**src/rtl/sw_led_debounce.sv**
```systemverilog
// sw_led_debounce
// Switch-to-LED front end: per-channel 2-FF synchroniser, debounce counter,
// registered level / rise / fall outputs, a per-channel toggle register and
// a mode-selected registered LED drive (direct, toggle, blink, inverted).
// Optional feature macro: SW_LED_BLINK_EN. When it is defined, the blink
// prescaler and phase bit are built. When it is undefined, phase is a
// constant 1, so blink mode shows the debounced level just as direct mode does.

module sw_led_debounce #(
    parameter int WIDTH           = 4,
    parameter int DEBOUNCE_CYCLES = 50000,
    parameter int BLINK_DIV       = 25000000
) (
    input  logic             clk,
    input  logic             rst,
    input  logic [WIDTH-1:0] switches,
    input  logic [1:0]       mode,
    output logic [WIDTH-1:0] leds,
    output logic [WIDTH-1:0] sw_level,
    output logic [WIDTH-1:0] sw_rise,
    output logic [WIDTH-1:0] sw_fall
);

    // Elaboration-time parameter range checks.
    if (WIDTH < 1 || WIDTH > 32) begin : g_bad_width
        $error("sw_led_debounce: WIDTH must be 1..32");
    end
    if (DEBOUNCE_CYCLES < 2) begin : g_bad_debounce
        $error("sw_led_debounce: DEBOUNCE_CYCLES must be >= 2");
    end
    if (BLINK_DIV < 2) begin : g_bad_blink
        $error("sw_led_debounce: BLINK_DIV must be >= 2");
    end

    localparam int CNT_W = $clog2(DEBOUNCE_CYCLES);
    localparam logic [CNT_W-1:0] CNT_LAST = CNT_W'(DEBOUNCE_CYCLES - 1);

    localparam logic [1:0] MODE_DIRECT = 2'b00;
    localparam logic [1:0] MODE_TOGGLE = 2'b01;
    localparam logic [1:0] MODE_BLINK  = 2'b10;
    localparam logic [1:0] MODE_INVERT = 2'b11;

    logic [WIDTH-1:0] sync1_q;
    logic [WIDTH-1:0] sync2_q;
    logic [CNT_W-1:0] cnt_q [WIDTH];
    logic [CNT_W-1:0] cnt_d [WIDTH];
    logic [WIDTH-1:0] stable_q;
    logic [WIDTH-1:0] stable_d;
    logic [WIDTH-1:0] level_q;
    logic [WIDTH-1:0] rise_q;
    logic [WIDTH-1:0] fall_q;
    logic [WIDTH-1:0] tog_q;
    logic [WIDTH-1:0] tog_d;
    logic [WIDTH-1:0] leds_q;
    logic [WIDTH-1:0] leds_d;
    logic [WIDTH-1:0] rise_now;
    logic             phase;

    // Two-stage synchroniser for the asynchronous switch pins.
    always_ff @(posedge clk or posedge rst) begin
        if (rst) begin
            sync1_q <= '0;
            sync2_q <= '0;
        end else begin
            sync1_q <= switches;
            sync2_q <= sync1_q;
        end
    end

    // Debounce: a new level must persist DEBOUNCE_CYCLES samples before it is accepted.
    always_comb begin
        stable_d = stable_q;
        for (int i = 0; i < WIDTH; i++) begin
            cnt_d[i] = cnt_q[i];
            if (sync2_q[i] == stable_q[i]) begin
                cnt_d[i] = '0;
            end else if (cnt_q[i] == CNT_LAST) begin
                stable_d[i] = sync2_q[i];
                cnt_d[i]    = '0;
            end else begin
                cnt_d[i] = cnt_q[i] + CNT_W'(1);
            end
        end
    end

    // Debounce counter and accepted-level registers.
    always_ff @(posedge clk or posedge rst) begin
        if (rst) begin
            for (int i = 0; i < WIDTH; i++) begin
                cnt_q[i] <= '0;
            end
            stable_q <= '0;
        end else begin
            for (int i = 0; i < WIDTH; i++) begin
                cnt_q[i] <= cnt_d[i];
            end
            stable_q <= stable_d;
        end
    end

    // A rising transition is visible while the accepted level leads the output level.
    assign rise_now = stable_q & ~level_q;

`ifdef SW_LED_BLINK_EN
    localparam int PRE_W = $clog2(BLINK_DIV);
    localparam logic [PRE_W-1:0] PRE_LAST = PRE_W'(BLINK_DIV - 1);

    logic [PRE_W-1:0] pre_q;
    logic [PRE_W-1:0] pre_d;
    logic             phase_q;
    logic             phase_d;

    // Blink prescaler: wrap at BLINK_DIV-1 and flip the shared phase bit on wrap.
    always_comb begin
        if (pre_q == PRE_LAST) begin
            pre_d   = '0;
            phase_d = ~phase_q;
        end else begin
            pre_d   = pre_q + PRE_W'(1);
            phase_d = phase_q;
        end
    end

    // Prescaler and phase registers.
    always_ff @(posedge clk or posedge rst) begin
        if (rst) begin
            pre_q   <= '0;
            phase_q <= 1'b0;
        end else begin
            pre_q   <= pre_d;
            phase_q <= phase_d;
        end
    end

    assign phase = phase_q;
`else
    assign phase = 1'b1;
`endif

    // Toggle state and LED source selection for the next edge.
    always_comb begin
        tog_d = tog_q ^ rise_now;
        case (mode)
            MODE_DIRECT: leds_d = stable_q;
            MODE_TOGGLE: leds_d = tog_q ^ rise_now;
            MODE_BLINK:  leds_d = stable_q & {WIDTH{phase}};
            MODE_INVERT: leds_d = ~stable_q;
            default:     leds_d = stable_q;
        endcase
    end

    // Registered outputs, all updated on the same edge.
    always_ff @(posedge clk or posedge rst) begin
        if (rst) begin
            level_q <= '0;
            rise_q  <= '0;
            fall_q  <= '0;
            tog_q   <= '0;
            leds_q  <= '0;
        end else begin
            level_q <= stable_q;
            rise_q  <= rise_now;
            fall_q  <= ~stable_q & level_q;
            tog_q   <= tog_d;
            leds_q  <= leds_d;
        end
    end

    assign leds     = leds_q;
    assign sw_level = level_q;
    assign sw_rise  = rise_q;
    assign sw_fall  = fall_q;

endmodule

```
**config.mk**
```make
export PLATFORM = sky130hd
export DESIGN_NAME = sw_led_debounce
export DESIGN_NICKNAME = d
export VERILOG_FILES = /design/src/rtl/sw_led_debounce.sv
export SDC_FILE = /design/constraint.sdc
export NUM_CORES = 1
export LEC_CHECK = 0
export CAP_MARGIN = 20
export CORE_UTILIZATION = 60
export CTS_BUF_LIST = sky130_fd_sc_hd__clkbuf_16
export CTS_CLUSTER_DIAMETER = 50
export DETAILED_ROUTE_END_ITERATION = 8
export PLACE_DENSITY = 0.8
export SLEW_MARGIN = 15
export SYNTH_ARGS = -nofsm -noshare
export SYNTH_HDL_FRONTEND = slang
export SYNTH_SLANG_ARGS = --single-unit
export TNS_END_PERCENT = 5
```
**constraint.sdc**
```tcl
create_clock -name clk -period 10.2 [get_ports clk]
set_clock_uncertainty 0.05 [all_clocks]
set_input_delay 2.04 -clock clk [delete_from_list [all_inputs] [get_ports clk]]
set_output_delay 2.04 -clock clk [all_outputs]
set_load 0.01 [all_outputs]
```
==> results.yml, run 1 <==
# flow metrics
floorplan:
  io_pins: 24
  core.rowCount: 30
  dieArea_um2: 7330
  initial_core_util_pct: 62.1
  tapcell.inserted: 80
cells_and_area:
  combGateArea_um2: 1690
  antenna-diode-count: 0
  nets: 430
  mostFrequentLayoutCells: "dfrtp_1 (96), nor2_1 (71), xnor2_1 (45)"
  dominant_kind_of_cell: "flip-flops and latches"
  buffers_excl_clock: 24
  clk_share_pct: 6.01
  layout-drive-gt1-share_pct: 5.20
  non_clock_buffer_area_share_pct: 5.05
  nFlopsAndLatches: 96
  n_multi_input_combinational_cell: 270
  layout_top_cell: "dfrtp_1"
  area_growth_pct: 14.0
  fillCellCount: 476
  combAreaFraction_pct: 35.3
  layout.clock_buffers: 9
  nNonClkInverters: 17
final_timing:
  setup_total_negative_slack_ns: 0
  unrepaired_setup_endpoints_after_global_routing: "no"
  final.hold.worst_slack_ns: 0.298
  timing.final.crit_period_ns: 3.36
  post-route-period-util_pct: 32.9
  timing.final.setup_violations: 0
  relSlewSlack_pct: 42.9
  hold_viol: 0
  tightestPinTransition_ns: 0.854
  final-max-slew-violation-count: 0
  layout_setup_ws_ns: 6.84
  fmax_mhz: 298
synth:
  synth.net_count: 403
  yosys.area_share.xor_xnor_pct: 13.1
  synth.area.mux_share_pct: 1.07
  synth.distinct_cells: 31
  synthTopCellsByArea: "dfrtp_1 (57%), xnor2_1 (9.4%), nor2_1 (6.4%)"
  ys_ff: 96
  post_synth_main_logic_family: "simple AND/OR/NAND/NOR gates"
  synth.yosys.warnings: 0
  proportion_of_netlist_area_held_by_the_largest_area_contributor_pct: 57.2
  avgSynthCellArea_um2: 10.7
  synth.cell_area_um2: 4200
  synth-adder-area-share_pct: 1.19
  netlist.top_cell.by_instances: "dfrtp_1"
  top_cells_by_count: "dfrtp_1 (96), nor2_1 (71), xnor2_1 (45), nand3_1 (23)"
  synthArstFlopShare_pct: 100
  seq_area_frac_synth_pct: 57.2
  yosys-stat-cells: 391
  ys.flop_type: "dfrtp_1"
  synth.yosys.chip_area_um2: 4200
  syn-instance-count: 391
  count_of_library_flops_with_an_enable_pin: 0
  aoi_share_pct: 2.24
  largest_area_contributor_in_the_netlist: "dfrtp_1"
  synth.cellmix.simpleShare_pct: 22.6
global_route:
  grt_antenna_before_repair: 0
  globalRouteOverflowTotal: 0
  global_route_wire_length_before_repair_um: 12600
  globalRouteTotalUtil_pct: 22.2
  grt_max_degree: 87
  vias_in_the_first_global_route: 2717
flow_run:
  timing.max_cap.violations: 0
  count_of_warning_messages_emitted_by_the_tools: 26
detailed_routing:
  drt-vias-per-instance: 5.70
  post_drt_wl_per_cell_um: 14.5
  routed_wirelength_um: 7320
  postRouteAntennaNets: 0
  drtIter0Drc: 207
  dr_total_vias: 2869
  drcViolationCount: 0
  drtPass1Iterations: 4
critical_path:
  list_of_cells_traversed_by_the_critical_path: "clkdlybuf4s50_1"
  crit_path_max_fanout: 3
  worst_path_dominant_cell_family: "buffers and inverters"
  cp-endpoint: "sw_level[0]"
  cp_data_required_time_ns: 8.11
  worstSetupPathType: "flop to output port"
  timing.critical_path.from: "sw_level[0]"
  start_kind: "flop"
  reg_to_reg_startpoint: "cnt_q[60]"
  slowest_delay_ns: 0.55
  worstSetupPathDepth: 1
  rrSetupSlack_ns: 8.13
  r2r_end: "cnt_q[60]"
  timing.reg2reg.worst_path_depth: 4
  arrival_time_of_the_worst_setup_path_ns: 1.27
  worstPathBufferInverterCount: 1
  cp_max_stage_cell: "clkdlybuf4s50_1"
  critical_path.endpoint_type: "output port"
placed_design:
  buffer_ports.inserted: 23
  finalWeightedCongestion: 0.848
  final_hpwl_dp_um: 4770
  pre_cts_ws_ns: 6.53
clock_tree:
  clk_latency_ns: 0.34
  htree_levels: 3
  clk_path_buf_depth: 2
  post_cts_resized: 0
  cts_tree: "done"
  cts_root_buffer: "clkbuf_16"
  cts_buffer_count: 9
  cts.clk_slew.worst_paths_ns: 0.06
  cts_hold_buffers: 0
  cts_num_sinks: 96
  post-cts-setup-buffer-count: 0
power:
  p_comb_w: 0.0000252
  switchingPower_w: 0.000157
  p_leak_nw: 2.02
  pg_clk_w: 0.000323
  internal_power_consumption_w: 0.000583
  powerDensity_nw_per_um2: 155
  power_switching_share_pct: 21.2
  combPwrFrac_pct: 3.4
  top_power_group: "sequential cells"
  p_seq_share_pct: 53.0
  share_clk_of_total_power_pct: 43.6
min_path:
  hold_path_depth: 0
  holdCritPathClass: "flop to flop"
  min-delay-start: "sync1_q[0]"
  min_delay_worst_endpoint: "sync2_q[0]"
run_status:
  run_status: "finished clean"
run 1: routing by layer:
| layer | vias to the layer above | part of all wire (%) | GRT usage [%] |
|---|---|---|---|
| met3 | 9 | 4.1 | 7.12 |
| met5 | - | 0 | 0 |
| met4 | 0 | 0.93 | 5.45 |
| met1 | 1424 | 46 | 29.1 |
| met2 | 53 | 49 | 36.4 |
| li1 | 1383 | - | - |
run 1: through the flow:
step                      total power, W  cells  cell area [µm²]
final                           0.000740    503             4790
after floorplan                 0.000415    391             4200
after CTS                       0.000747    503             4780
after global placement          0.000424    487             4490
after detailed placement        0.000425    487             4490
after global routing            0.000767    503             4790
run 1: flip-flops by register name (all words and copies together), names as in the netlist:
name / cells
cnt_q: 64
sync1_q: 4
sw_fall: 4
leds: 4
sw_rise: 4
tog_q: 4
sync2_q: 4
sw_level: 4
stable_q: 4
### Power grid, run 1

(4 px per µm) Pins as bars on the die edge. Tap cells in grey.
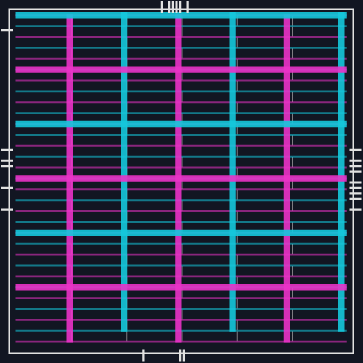
Magenta marks VSS. Cyan marks VDD.
24 signal pins sit on the boundary. The core has 30 rows.
Worst VDD drop: 0.0000940 V
horizontal die dimension: 85.6 µm
core footprint: 6760 µm²
die boundary height: 85.6 µm

### Sequential cells coloured by netlist name, run 1

(6 px per µm)
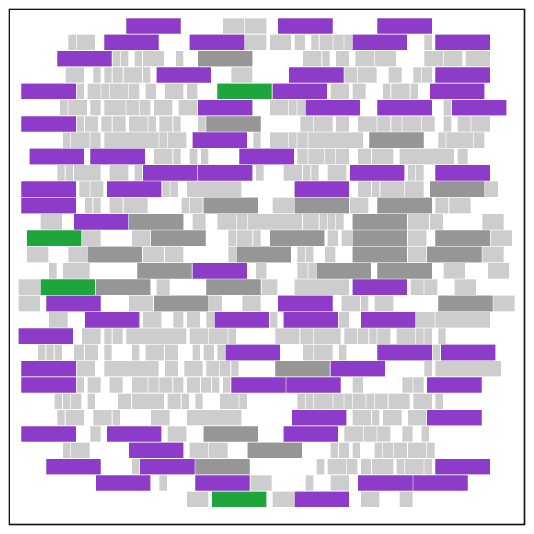
Purple marks cnt_q, sequential cells 64, where spread over the die. Green marks sync1_q, sequential cells 4.
Another 28 sequential cells are not coloured.
footprint of the flip-flops and latches: 2400 µm²
core utilization of the finished layout: 70.8%
flip-flop and latch share of the layout cell area: 50.2%
power dissipated in sequential cells: 0.000392 W

### Cell density map, run 1

(4 px per µm) The die is cut into 9 by 9 equal tiles; white is low, dark blue is high, 0 to 100% covered.
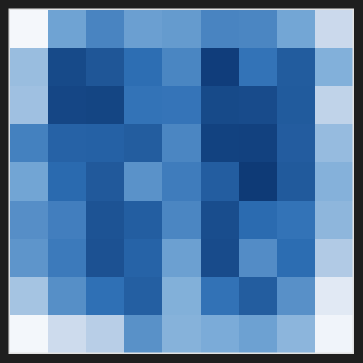
38% of the tiles are over 75% full. The fullest tile reaches 96%. The mean over all tiles is 64%.

==> run 2, diff against run 1 <==
--- a/config.mk
+++ b/config.mk
@@ -6,11 +6,11 @@
 export NUM_CORES = 1
 export LEC_CHECK = 0
 export CAP_MARGIN = 20
-export CORE_UTILIZATION = 60
+export CORE_UTILIZATION = 53
 export CTS_BUF_LIST = sky130_fd_sc_hd__clkbuf_16
 export CTS_CLUSTER_DIAMETER = 50
 export DETAILED_ROUTE_END_ITERATION = 8
-export PLACE_DENSITY = 0.8
+export PLACE_DENSITY = 0.75
 export SLEW_MARGIN = 15
 export SYNTH_ARGS = -nofsm -noshare
 export SYNTH_HDL_FRONTEND = slang
==> constraint.sdc (replaced) <==
create_clock -name clk -period 2.7 [get_ports clk]
set_clock_uncertainty 0.05 [all_clocks]
set_input_delay 0.54 -clock clk [delete_from_list [all_inputs] [get_ports clk]]
set_output_delay 0.54 -clock clk [all_outputs]
set_load 0.01 [all_outputs]
### Cell density map, run 2

(4 px per µm) The die is cut into 9 by 9 equal tiles; white is low, dark blue is high, 0 to 100% covered.
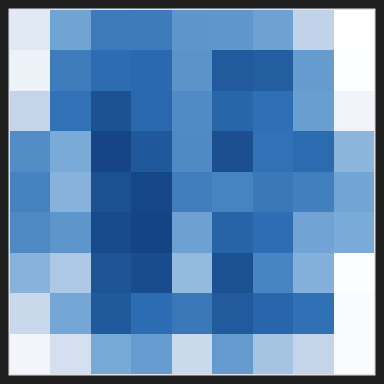
3.7% of the tiles are nearly empty. 30% of the tiles are over 75% full. The densest ninth of the die: centre. The fullest tile reaches 92%.

==> run 2 against run 1 <==
Effect of this change: die area increased by 13%; non-clock buffer count increased by 3; synthesized cell count is the same; critical endpoint is now cnt_q[62].
==> results.yml, run 2 <==
# flow metrics
clock_tree:
  cts_hold_buffers: 0
  post_cts_resized: 0
  cts_root_buffer: "clkbuf_16"
  htree_levels: 3
  clk_path_buf_depth: 2
placed_design:
  placedInstanceArea_um2: 4570
  finalWeightedCongestion: 0.800
  pre_cts_ws_ns: 0.811
  buffer_ports.inserted: 23
  final_hpwl_dp_um: 4880
power:
  pg_clk_w: 0.00123
  p_seq_share_pct: 52.7
  powerDensity_nw_per_um2: 578
  p_leak_nw: 2.05
  p_comb_w: 0.000103
  power_switching_share_pct: 21.3
  share_clk_of_total_power_pct: 43.7
  internal_power_consumption_w: 0.00221
synth:
  post_synth_main_logic_family: "simple AND/OR/NAND/NOR gates"
  synth.cell_area_um2: 4200
  yosys-stat-cells: 391
  synth.cellmix.simpleShare_pct: 22.6
  synth.area.mux_share_pct: 1.07
  synthArstFlopShare_pct: 100
  netlist.top_cell.by_instances: "dfrtp_1"
  ys.flop_type: "dfrtp_1"
  top_cells_by_count: "dfrtp_1 (96), nor2_1 (71), xnor2_1 (45), nand3_1 (23)"
  count_of_library_flops_with_an_enable_pin: 0
  syn-instance-count: 391
  synth.distinct_cells: 31
  yosys.area_share.xor_xnor_pct: 13.1
  avgSynthCellArea_um2: 10.7
  synth.yosys.chip_area_um2: 4200
critical_path:
  timing.critical_path.from: "cnt_q[58]"
  critical_path.endpoint_type: "flop"
  cp_data_required_time_ns: 2.88
  reg_to_reg_startpoint: "cnt_q[58]"
  worst_path_dominant_cell_family: "AND-OR/OR-AND gates"
  cp_max_stage_cell: "o41ai_4"
  list_of_cells_traversed_by_the_critical_path: "or3_1 > o41ai_4 > buf_4 > nor2_1"
  r2r_end: "cnt_q[62]"
final_timing:
  final-max-slew-violation-count: 0
  unrepaired_setup_endpoints_after_global_routing: "no"
  timing.final.setup_violations: 0
  layout_setup_ws_ns: 0.775
  fmax_mhz: 520
  relSlewSlack_pct: 53.9
  hold_viol: 0
floorplan:
  dieArea_um2: 8280
  floorplan.core_area_um2: 7690
  tapcell.inserted: 102
  core.rowCount: 32
  io_pins: 24
cells_and_area:
  combGateArea_um2: 1690
  nFlopsAndLatches: 96
  buffers_excl_clock: 27
  nets: 433
  largest_reg_flops: 64
  nNonClkInverters: 17
  final_design_area_no_fill_um2: 4860
  largest-register: "cnt_q"
  flip_flop_and_latch_share_of_the_layout_cell_area_pct: 49.4
  area_growth_pct: 15.9
  layout_top_cell: "dfrtp_1"
  fillCellCount: 612
  combAreaFraction_pct: 34.7
  clk_share_pct: 5.97
  layout.clock_buffers: 9
  layoutNonFillerInstCount: 528
  non_clock_buffer_area_share_pct: 5.87
flow_run:
  timing.max_cap.violations: 0
  count_of_warning_messages_emitted_by_the_tools: 26
global_route:
  grt_antenna_before_repair: 0
  global_route_wire_length_before_repair_um: 12400
  grt_max_degree: 32
  global_route.usage.met1_pct: 25.8
  use_met2_pct: 30.2
run_status:
  run_status: "finished clean"
min_path:
  min-delay-start: "sync1_q[2]"
  holdCritPathClass: "flop to flop"
detailed_routing:
  drtIter0Drc: 104
  drt-vias-per-instance: 5.29
### Signal wires by layer, run 2

(4 px per µm)
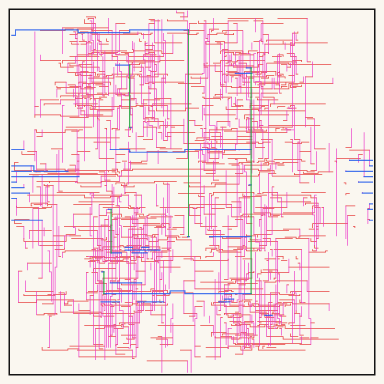
Green marks met4, wire length 140 µm. Magenta marks met2, wire length 3,400 µm. Blue marks met3, wire length 268 µm. Red marks met1, wire length 3,340 µm.
Vias: 2,795
all-layer global routing usage: 19.3%
per-cell routed wire length: 13.5 µm
total wire length after detailed routing: 7150 µm

run 2: netlist changes by cell type in the layout (fill, tap and decap cells not counted), sizes merged:
cell,before,now
clkinv,6,2
buf,1,4
clkinvlp,1,3
inv,16,18
run 2: worst max path at each step:
stage | depth (start not counted) | end | slack (ns)
4_1_cts | 4 | cnt_q[62] | 0.77
5_1_grt | 5 | cnt_q[31] | 0.67
2_1_floorplan | 1 | cnt_q[0] | 0.98
3_5_place_dp | 4 | cnt_q[50] | 0.81
3_3_place_gp | 4 | cnt_q[55] | 0.86
6_report | 4 | cnt_q[62] | 0.78
run 2: layer usage:
metal  wire (µm)  up-vias
met3         267       13
met1        3340     1341
met5           0        -
met4         140        0
li1            -     1388
met2        3400       53
No activity file was given, so power comes from the tool's default toggle rates.
